==> src/rtl/pe_pkg.sv <==
// Shared PE-side types and default widths used by the ifmap transmit path.
package pe_pkg;

  typedef enum logic [1:0] {
    IDLE = 2'd0,
    SEND = 2'd1,
    DONE = 2'd2
  } state_e;

  localparam int DEFAULT_DATA_SIZE    = 8;
  localparam int DEFAULT_CONFIG_W_BIT = 12;
  localparam int XFER_CNT_W           = 16;

endpackage

==> src/rtl/sync_fifo.sv <==
// Single-clock staging FIFO with registered storage; head is visible only after the write edge.
module sync_fifo #(
  parameter int WIDTH = 8,
  parameter int DEPTH = 16
) (
  input  logic             clk,
  input  logic             rst,
  input  logic             push,
  input  logic             pop,
  input  logic [WIDTH-1:0] din,
  output logic             full,
  output logic             empty,
  output logic [WIDTH-1:0] head
);

  localparam int AW = $clog2(DEPTH);

  logic [AW:0]      wr_ptr_q, wr_ptr_d;
  logic [AW:0]      rd_ptr_q, rd_ptr_d;
  logic [WIDTH-1:0] mem_q [DEPTH];
  logic             do_push;
  logic             do_pop;

  // Pointers carry one extra wrap bit so full and empty are distinguishable.
  always_comb begin
    empty    = (wr_ptr_q == rd_ptr_q);
    full     = (wr_ptr_q[AW] != rd_ptr_q[AW]) &&
               (wr_ptr_q[AW-1:0] == rd_ptr_q[AW-1:0]);
    do_push  = push & ~full;
    do_pop   = pop & ~empty;
    wr_ptr_d = do_push ? wr_ptr_q + (AW+1)'(1) : wr_ptr_q;
    rd_ptr_d = do_pop  ? rd_ptr_q + (AW+1)'(1) : rd_ptr_q;
    head     = mem_q[rd_ptr_q[AW-1:0]];
  end

  always_ff @(posedge clk) begin
    if (rst) begin
      wr_ptr_q <= '0;
      rd_ptr_q <= '0;
    end else begin
      wr_ptr_q <= wr_ptr_d;
      rd_ptr_q <= rd_ptr_d;
    end
  end

  always_ff @(posedge clk) begin
    if (do_push) begin
      mem_q[wr_ptr_q[AW-1:0]] <= din;
    end
  end

endmodule

==> src/rtl/ifmap_tx.sv <==
// Streams config_W staged ifmap beats from the GLB-side FIFO to the PE per start request.
// Optional beat counter output xfer_cnt is enabled by defining IFMAP_TX_XFER_CNT_EN.
module ifmap_tx
  import pe_pkg::*;
#(
  parameter int DATA_SIZE    = DEFAULT_DATA_SIZE,
  parameter int IFMAP_NUM    = 1,
  parameter int FIFO_DEPTH   = 16,
  parameter int CONFIG_W_BIT = DEFAULT_CONFIG_W_BIT
) (
  input  logic                           clk,
  input  logic                           rst,
  input  logic                           in_valid,
  input  logic [IFMAP_NUM*DATA_SIZE-1:0] in_data,
  output logic                           in_ready,
  input  logic                           start,
  input  logic [CONFIG_W_BIT-1:0]        config_W,
  output logic [IFMAP_NUM*DATA_SIZE-1:0] ifmap,
  output logic                           ifmap_enable,
  input  logic                           ifmap_ready,
  output logic                           busy,
  output logic                           done
`ifdef IFMAP_TX_XFER_CNT_EN
  ,
  output logic [XFER_CNT_W-1:0]          xfer_cnt
`endif
);

  localparam int W = IFMAP_NUM * DATA_SIZE;

  state_e                  state_q, state_d;
  logic [CONFIG_W_BIT-1:0] remaining_q, remaining_d;
  logic                    fifo_full;
  logic                    fifo_empty;
  logic [W-1:0]            fifo_head;
  logic                    fifo_push;
  logic                    beat;

  sync_fifo #(
    .WIDTH (W),
    .DEPTH (FIFO_DEPTH)
  ) u_fifo (
    .clk   (clk),
    .rst   (rst),
    .push  (fifo_push),
    .pop   (beat),
    .din   (in_data),
    .full  (fifo_full),
    .empty (fifo_empty),
    .head  (fifo_head)
  );

  // Outputs are forced to their idle values while rst is high so an abort never leaks a beat or done.
  always_comb begin
    in_ready     = rst | ~fifo_full;
    fifo_push    = in_valid & ~fifo_full;
    ifmap_enable = ~rst & (state_q == SEND) & ~fifo_empty;
    beat         = ifmap_enable & ifmap_ready;
    ifmap        = fifo_head;
    busy         = ~rst & (state_q == SEND);
    done         = ~rst & (state_q == DONE);
  end

  always_comb begin
    state_d     = state_q;
    remaining_d = remaining_q;
    case (state_q)
      IDLE: begin
        if (start) begin
          remaining_d = config_W;
          state_d     = (config_W == '0) ? DONE : SEND;
        end
      end
      SEND: begin
        if (beat) begin
          remaining_d = remaining_q - CONFIG_W_BIT'(1);
          if (remaining_q == CONFIG_W_BIT'(1)) begin
            state_d = DONE;
          end
        end
      end
      DONE: begin
        state_d = IDLE;
      end
      default: begin
        state_d = IDLE;
      end
    endcase
  end

  always_ff @(posedge clk) begin
    if (rst) begin
      state_q     <= IDLE;
      remaining_q <= '0;
    end else begin
      state_q     <= state_d;
      remaining_q <= remaining_d;
    end
  end

`ifdef IFMAP_TX_XFER_CNT_EN
  logic [XFER_CNT_W-1:0] xfer_cnt_q, xfer_cnt_d;

  // Free-running beat total; wraps naturally at the counter width.
  always_comb begin
    xfer_cnt_d = beat ? xfer_cnt_q + XFER_CNT_W'(1) : xfer_cnt_q;
    xfer_cnt   = xfer_cnt_q;
  end

  always_ff @(posedge clk) begin
    if (rst) begin
      xfer_cnt_q <= '0;
    end else begin
      xfer_cnt_q <= xfer_cnt_d;
    end
  end
`endif

endmodule

==> config.mk <==
export PLATFORM = sky130hd
export DESIGN_NAME = ifmap_tx
export DESIGN_NICKNAME = d
export VERILOG_FILES = /design/src/rtl/pe_pkg.sv /design/src/rtl/sync_fifo.sv /design/src/rtl/ifmap_tx.sv
export SDC_FILE = /design/constraint.sdc
export NUM_CORES = 1
export LEC_CHECK = 0
export ABC_CLOCK_PERIOD_IN_PS = 5850
export CORE_MARGIN = 2
export CORE_UTILIZATION = 35
export DETAILED_ROUTE_END_ITERATION = 8
export HOLD_SLACK_MARGIN = 0.15
export PLACE_DENSITY = 0.61
export SLEW_MARGIN = 20
export SYNTH_ARGS = -nofsm -noshare
export SYNTH_HDL_FRONTEND = slang
export SYNTH_SLANG_ARGS = --single-unit
==> constraint.sdc <==
create_clock -name clk -period 5.85 [get_ports clk]
set_input_delay 1.4625 -clock clk [delete_from_list [all_inputs] [get_ports clk]]
set_output_delay 1.4625 -clock clk [all_outputs]
set_load 0.01 [all_outputs]
==> run notes, run 1 <==
- flop to flop — type of the most critical hold path
- 1.06 ns — slew at the pin closest to its max-slew limit
- 304 — violation tally from detailed-route iteration zero
- 0.00441 mm2 — combined flip-flop and latch cell area
- complete, no violations — outcome
- 48 — synth unique cells
- 49 — number of standard-cell rows in the floorplan
- 156 — post-synthesis sequential element count
- output port — category of the worst setup path capture point
- 20 — top fanout value on the critical path
- 0.00259 W — Final Power
- 0.780 — GP Congestion
- 0 — Max Slew Vio Count
- input pin — element type at the critical path start
- 0.147 — Mux area share
- state_q[0] — Reg-to-Reg Start
- 0.0134 — arithmetic-cell share of the synthesized area counting full adders, half adders and majority gates
- 156 — CTS Sinks
- 0.256 mV — peak ir drop on the vdd network
- sky130_fd_sc_hd__edfxtp_1 — biggest area consumer among synthesized cells
- 0.674 — share of the yosys chip area belonging to registers
- 1.13 ns — setup slack after layout
- no — setup repair after global routing missed its margin
- 0.0174 — parity-gate share of the synthesized area counting xor and xnor cells
- 0 — count of warnings emitted by yosys
- 644 — Cell Count Post-Placement
- 141 um — Die Span Y
- 394 — Synth Instances
- 141 um — DIE WIDTH
- 336 mW/mm2 — power density over the cells
- 0.00197 W — cell-internal power
- 0.491 — register share of total power
- 8600 um — sum of net half-perimeters after detailed placement
- 0.0100 ns — Post-Route Skew
- 0 — Gates resized, CTS repair
- 4 — Clock H-tree levels
- 0.408 — portion of total power attributed to the clock network
- 30 — number of OpenROAD warnings
- sky130_fd_sc_hd__clkbuf_16 — root cell of the clock tree
- sky130_fd_sc_hd__edfxtp_1 — most common flop cell mapped by yosys
- 426 — number of nets in the synthesized netlist
- 0.288 — Max transition margin
- 2 — worst-case clock buffer depth
- 0 — # DRC
- 0 — GRT Residual Overflow
- 0.00653 mm2 — Chip Area, Yosys
- 0.360 — core utilization at floorplan
- 394 — Yosys Instances
- 0.00653 mm2 — Post-Syn Area
- 4.72 ns — min cycle time layout
- 0 ns — final total negative setup slack
- remaining_q[9] — RR Endpoint
- 0.00201 mm2 — combinational gate area
- input pin to output port — critical path type
- remaining_q[10] — source of the worst hold timing path
- 0 — max capacitance violation total
- 17 — number of buffers created by CTS
- 0.0513 — post-synthesis compound-gate area fraction
- 212 MHz — Max Freq
- 16.6 um2 — mean post-synth cell area
- sky130_fd_sc_hd__edfxtp_1 59%, sky130_fd_sc_hd__mux4_2 11%, sky130_fd_sc_hd__dfxtp_1 8.6% — main area contributors after synthesis
- 0.806 — Final Cycle Share
- 5.31 — detailed-route vias per instance
- 0.236 — switching portion of total power
- 0 — final setup fails
- 0.145 — global routing usage summed across all routing layers
- 13700 um — routed wire length
- 4 — TritonRoute pass-1 iters
- 21200 um — wire length of the first global-routing pass
- 2.42 nW — static leakage
- 0.06 ns — clock transition at the registers of the reported paths
## run 1: cell usage after synthesis, types with 7 or more instances
cell	n
sky130_fd_sc_hd__a21oi_1	17
sky130_fd_sc_hd__dfxtp_1	28
sky130_fd_sc_hd__edfxtp_1	128
sky130_fd_sc_hd__ha_1	7
sky130_fd_sc_hd__mux4_1	7
sky130_fd_sc_hd__mux4_2	33
sky130_fd_sc_hd__nand2_1	24
sky130_fd_sc_hd__nand2b_1	7
sky130_fd_sc_hd__nor2_1	31
sky130_fd_sc_hd__nor3_1	12
sky130_fd_sc_hd__o21ai_0	12
sky130_fd_sc_hd__xnor2_1	9
## run 1: layer usage
metal,global-route usage,up-vias,part of all wire
met4,0.0468,0,0.014
li1,-,1645,-
met2,0.239,105,0.50
met1,0.192,1825,0.43
met3,0.0360,13,0.052
met5,0,-,0
## run 1: power by group through the flow
stage          clock network, W  registers (W)  logic (W)
3_3_place_gp                  0        0.00129   0.000251
2_1_floorplan                 0        0.00128   0.000185
3_5_place_dp                  0        0.00129   0.000258
6_report                0.00106        0.00127   0.000261
4_1_cts                 0.00108        0.00127   0.000261
5_1_grt                 0.00112        0.00127   0.000290
## run 1: critical path, stage by stage
cell and delay (ns):
sky130_fd_sc_hd__clkdlybuf4s50_1 0.63, sky130_fd_sc_hd__buf_4 0.32, sky130_fd_sc_hd__nor3_1 0.24, sky130_fd_sc_hd__clkdlybuf4s50_1 0.60
## run 1: cells in the final DEF (no fill, tap or decap), types with 9 or more instances in the layout
master,count
sky130_fd_sc_hd__clkdlybuf4s50_1,36
sky130_fd_sc_hd__edfxtp_1,128
sky130_fd_sc_hd__o21ai_0,12
sky130_fd_sc_hd__dfxtp_1,27
sky130_fd_sc_hd__mux4_2,33
sky130_fd_sc_hd__clkbuf_16,18
sky130_fd_sc_hd__nand2_1,24
sky130_fd_sc_hd__nor2_1,29
sky130_fd_sc_hd__a21oi_1,17
sky130_fd_sc_hd__xnor2_1,9
## run 1: logic make-up after synthesis
family	count (synthesis)
buffers and inverters	25
adders and majority gates	7
AOI/OAI and AO/OA	54
xor gates and xnor gates	13
muxes	43
DFF	156
and+or+nand+nor	96
## run 1: registers in the layout, indices dropped and copies added, names as in the netlist, named ones only
signal and count:
state_q 2, u_fifo.wr_ptr_q 5, remaining_q 12, u_fifo.rd_ptr_q 5
u_fifo.mem_q 128
## run 1: how the worst max path moves through the flow
stage	end	slack, ns	depth (start not counted)
floorplan	busy	2.28	3
global placement	ifmap_enable	1.22	4
detailed placement	ifmap_enable	1.12	4
CTS	ifmap_enable	1.09	4
global route	ifmap_enable	1.00	4
finish	ifmap_enable	1.13	4
## run 1: stage by stage
step | instance area (um2) | util
final | 7680 | 0.423
after global routing | 7680 | 0.423
after CTS | 7680 | 0.423
after detailed placement | 7110 | 0.392
after global placement | 7110 | 0.392
after floorplan | 6530 | -
## run 1: final cells by class
class	instances	area share
clock buffer	24	0.0629
clock inverter	8	0.0107
inverter	6	0.00293
multi-input combinational	213	0.262
sequential	156	0.573
tap	229	0.0373
timing repair buffer	40	0.0508
Run 1, sequential cells grouped by signal name:
(4 px per um)
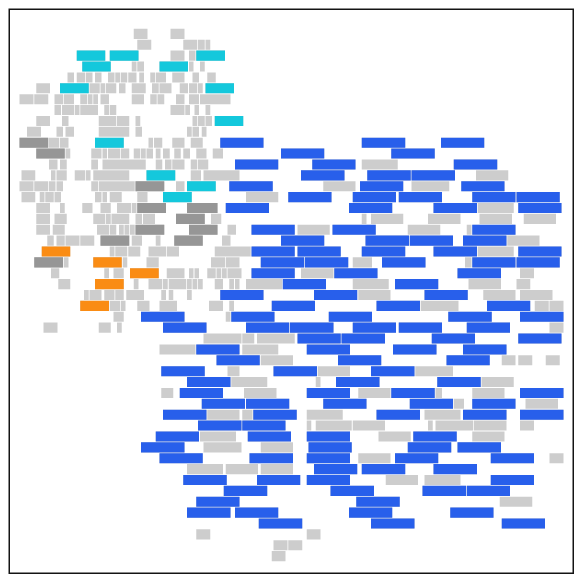
Key: u_fifo.mem_q = blue [flops 128]; u_fifo.wr_ptr_q = orange [flops 5, where west]; remaining_q = cyan [flops 12, where north-west]
Another 11 sequential cells are not colored.

Run 1, routed metal, one color a layer:
(3 px per um) Two of the layers only.
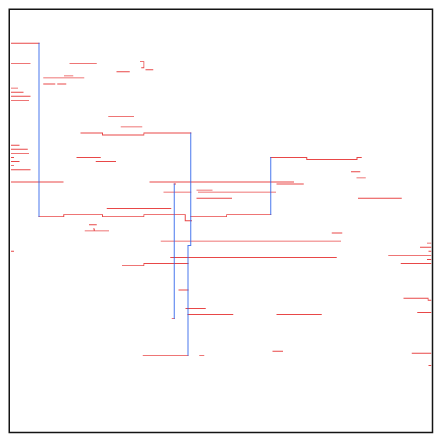
Key: M4 = blue [wire length 197 um]; M3 = red [wire length 709 um]

Run 1, port wiring:
(3 px per um)
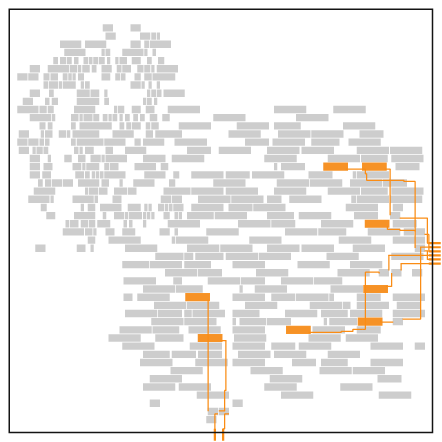
Key: ifmap = orange [bits 8, direction output, edge 6 east, 2 south, end cells 8, wire 307 um]
num ports: 37
total of buffers placed on input and output ports: 36

Run 1, signal metal coverage by tile:
(3 px per um) 28 x 28 tiles, from dark blue (low) to red (high), scaled to the fullest tile. Values are wire area over tile area, all layers added.
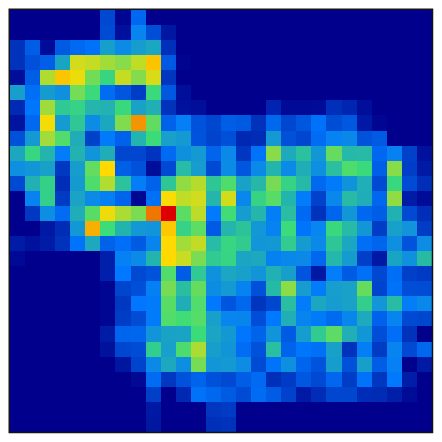

==> run 1 -> run 2 <==
- ABC_CLOCK_PERIOD_IN_PS: 5850 -> 4600
- clock period: 5.85 -> 4.6 ns (I/O delays scaled with it)
Run 2, signal metal coverage by tile:
(3 px per um) 28 x 28 tiles, from dark blue (low) to red (high), scaled to the fullest tile. Values are wire area over tile area, all layers added.
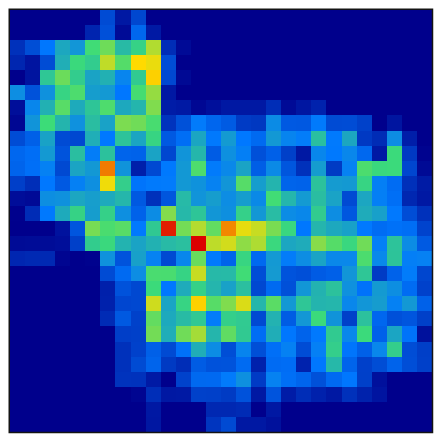
The emptiest ninth of the die: south-west. The densest ninth of the die: center. The mean over all tiles is 0.11. 32% of the tiles are nearly empty.
global routing usage summed across all routing layers: 0.147
routed wirelength normalized by instance count: 19.9 um
routed wire length: 13700 um
via count: 3606

==> run 2 against run 1 <==
Clock skew up 0.0034 ns. Clock-buffer cell count shrank 4. Synthesized cell count is the same. Largest cell class unchanged. Largest power group unchanged. Via count rose by 0.50%. Design area grew 0.80%. Wire length shrank 0.31%. Sequential share of layout area shrank 0.45 points. Critical path depth unchanged. Critical endpoint is now ifmap[5].
==> run notes, run 2 <==
- 0.0134 ns — Post-Route Skew, was 0.0100 ns
- 0.792 — GP Congestion, was 0.780
- sky130_fd_sc_hd__edfxtp_1 — most used logic cell in the final layout, unchanged
- 0.00653 mm2 — Chip Area, Yosys, unchanged
- 48 — synth unique cells, unchanged
- 0.360 — core utilization at floorplan, unchanged
- 6030 um — M1 WL, was 5920 um
- 128 x sky130_fd_sc_hd__edfxtp_1, 33 x sky130_fd_sc_hd__mux4_2, 31 x sky130_fd_sc_hd__nor2_1, 28 x sky130_fd_sc_hd__dfxtp_1, 24 x sky130_fd_sc_hd__nand2_1 — Commonest cells post-synth, unchanged
- 141 um — Die Span Y, unchanged
- 768 um — met3 wire length, was 709 um
- flop — element type at the critical path start, was input pin
- 394 — Synth Instances, unchanged
- 156 — CTS Sinks, unchanged
- 421 mW/mm2 — power density over the cells, was 336 mW/mm2
- 0.257 mV — peak ir drop on the vdd network, was 0.256 mV
- complete, no violations — outcome, unchanged
- 15 — top fanout value on the critical path, was 20
- 0 — count of warnings emitted by yosys, unchanged
- 141 um — DIE WIDTH, unchanged
- 0 — Gates resized, CTS repair, unchanged
- 30 — number of OpenROAD warnings, unchanged
- 4.10 ns — min cycle time layout
- 37 — num ports, unchanged
- 0.07 ns — clock transition at the registers of the reported paths, was 0.06 ns
- 128 — flip-flop count of the largest register after layout, unchanged
- 0 ns — final total negative setup slack, unchanged
- sky130_fd_sc_hd__edfxtp_1 — most common flop cell mapped by yosys, unchanged
- met4 — top routing layer in use, unchanged
- 0.674 — share of the yosys chip area belonging to registers, unchanged
- 4 — TritonRoute pass-1 iters, unchanged
- sky130_fd_sc_hd__edfxtp_1 — post-synthesis cell type with the largest instance count, unchanged
- 2 — worst-case clock buffer depth, unchanged
- 49 — number of standard-cell rows in the floorplan, unchanged
- flop to flop — type of the most critical hold path, unchanged
- 16.6 um2 — mean post-synth cell area, unchanged
- 244 MHz — Max Freq
- no — setup repair after global routing missed its margin, unchanged
- 0.307 — Max transition margin, was 0.288
- 394 — Yosys Instances, unchanged
- 128 x sky130_fd_sc_hd__edfxtp_1, 36 x sky130_fd_sc_hd__clkdlybuf4s50_1, 33 x sky130_fd_sc_hd__mux4_2 — Top cells excl fill/tap, unchanged
==> run 2: cell counts after synthesis <==
Identical to the previous run, type by type.
==> run 2: critical path: stages, from the launching register on <==
cell	delay [ns]
sky130_fd_sc_hd__dfxtp_2	0.69
sky130_fd_sc_hd__buf_12	0.26
sky130_fd_sc_hd__mux4_1	0.60
sky130_fd_sc_hd__mux4_2	0.49
sky130_fd_sc_hd__clkdlybuf4s50_1	0.49
==> run 2: layout make-up <==
type                    count  area, um2
multi-input cells         213       1990
fillers                  1602      10400
clock inverters            12        113
flip-flops and latches    156       4410
well taps                 229        287
repair buffers             52        493
clock buffers              20        437
inverters                   6       22.5
==> run 2: cell families after synthesis <==
| group | synth area share |
|---|---|
| AOI/OAI and AO/OA | 0.0513 |
| xor gates and xnor gates | 0.0174 |
| adders and majority gates | 0.0134 |
| buffers and inverters | 0.0216 |
| DFF | 0.674 |
| muxes | 0.147 |
| and+or+nand+nor | 0.0755 |
==> run 2: power by group <==
group	internal, W	leakage, nW	switching, W
clock	0.000749	0.267	0.000560
combinational	0.000151	0.810	0.000185
sequential	0.00157	1.39	0.0000455
total	0.00247	2.46	0.000791
==> run 2: through the flow <==
| stage | area (um2) | power [W] | instances | util | worst slack (ns) |
|---|---|---|---|---|---|
| floorplan | 6530 | 0.00186 | 394 | - | 1.65 |
| global placement | 7190 | 0.00197 | 656 | 0.396 | 0.844 |
| detailed placement | 7190 | 0.00198 | 656 | 0.396 | 0.823 |
| CTS | 7740 | 0.00329 | 688 | 0.427 | 0.436 |
| global route | 7740 | 0.00339 | 688 | 0.427 | 0.351 |
| finish | 7740 | 0.00326 | 688 | 0.427 | 0.495 |
==> run 2: worst paths after layout <==
path / slack, ns / end / depth (start not counted) / start
worst max register to register: 1.92 / remaining_q[7] / 5 / state_q[0]
worst min register to register: 0.50 / remaining_q[10] / 2 / remaining_q[10]
worst max-delay path: 0.50 / ifmap[5] / 4 / flop
worst min-delay path: 0.50 / remaining_q[10] / 2 / remaining_q[10]
==> run 2: routing by layer <==
layer  GRT usage  vias to the layer above
met5           0                        -
met4      0.0468                        0
met3      0.0445                        8
met2       0.235                      102
met1       0.194                     1827
li1            -                     1669
Power and IR drop assume default switching activity.
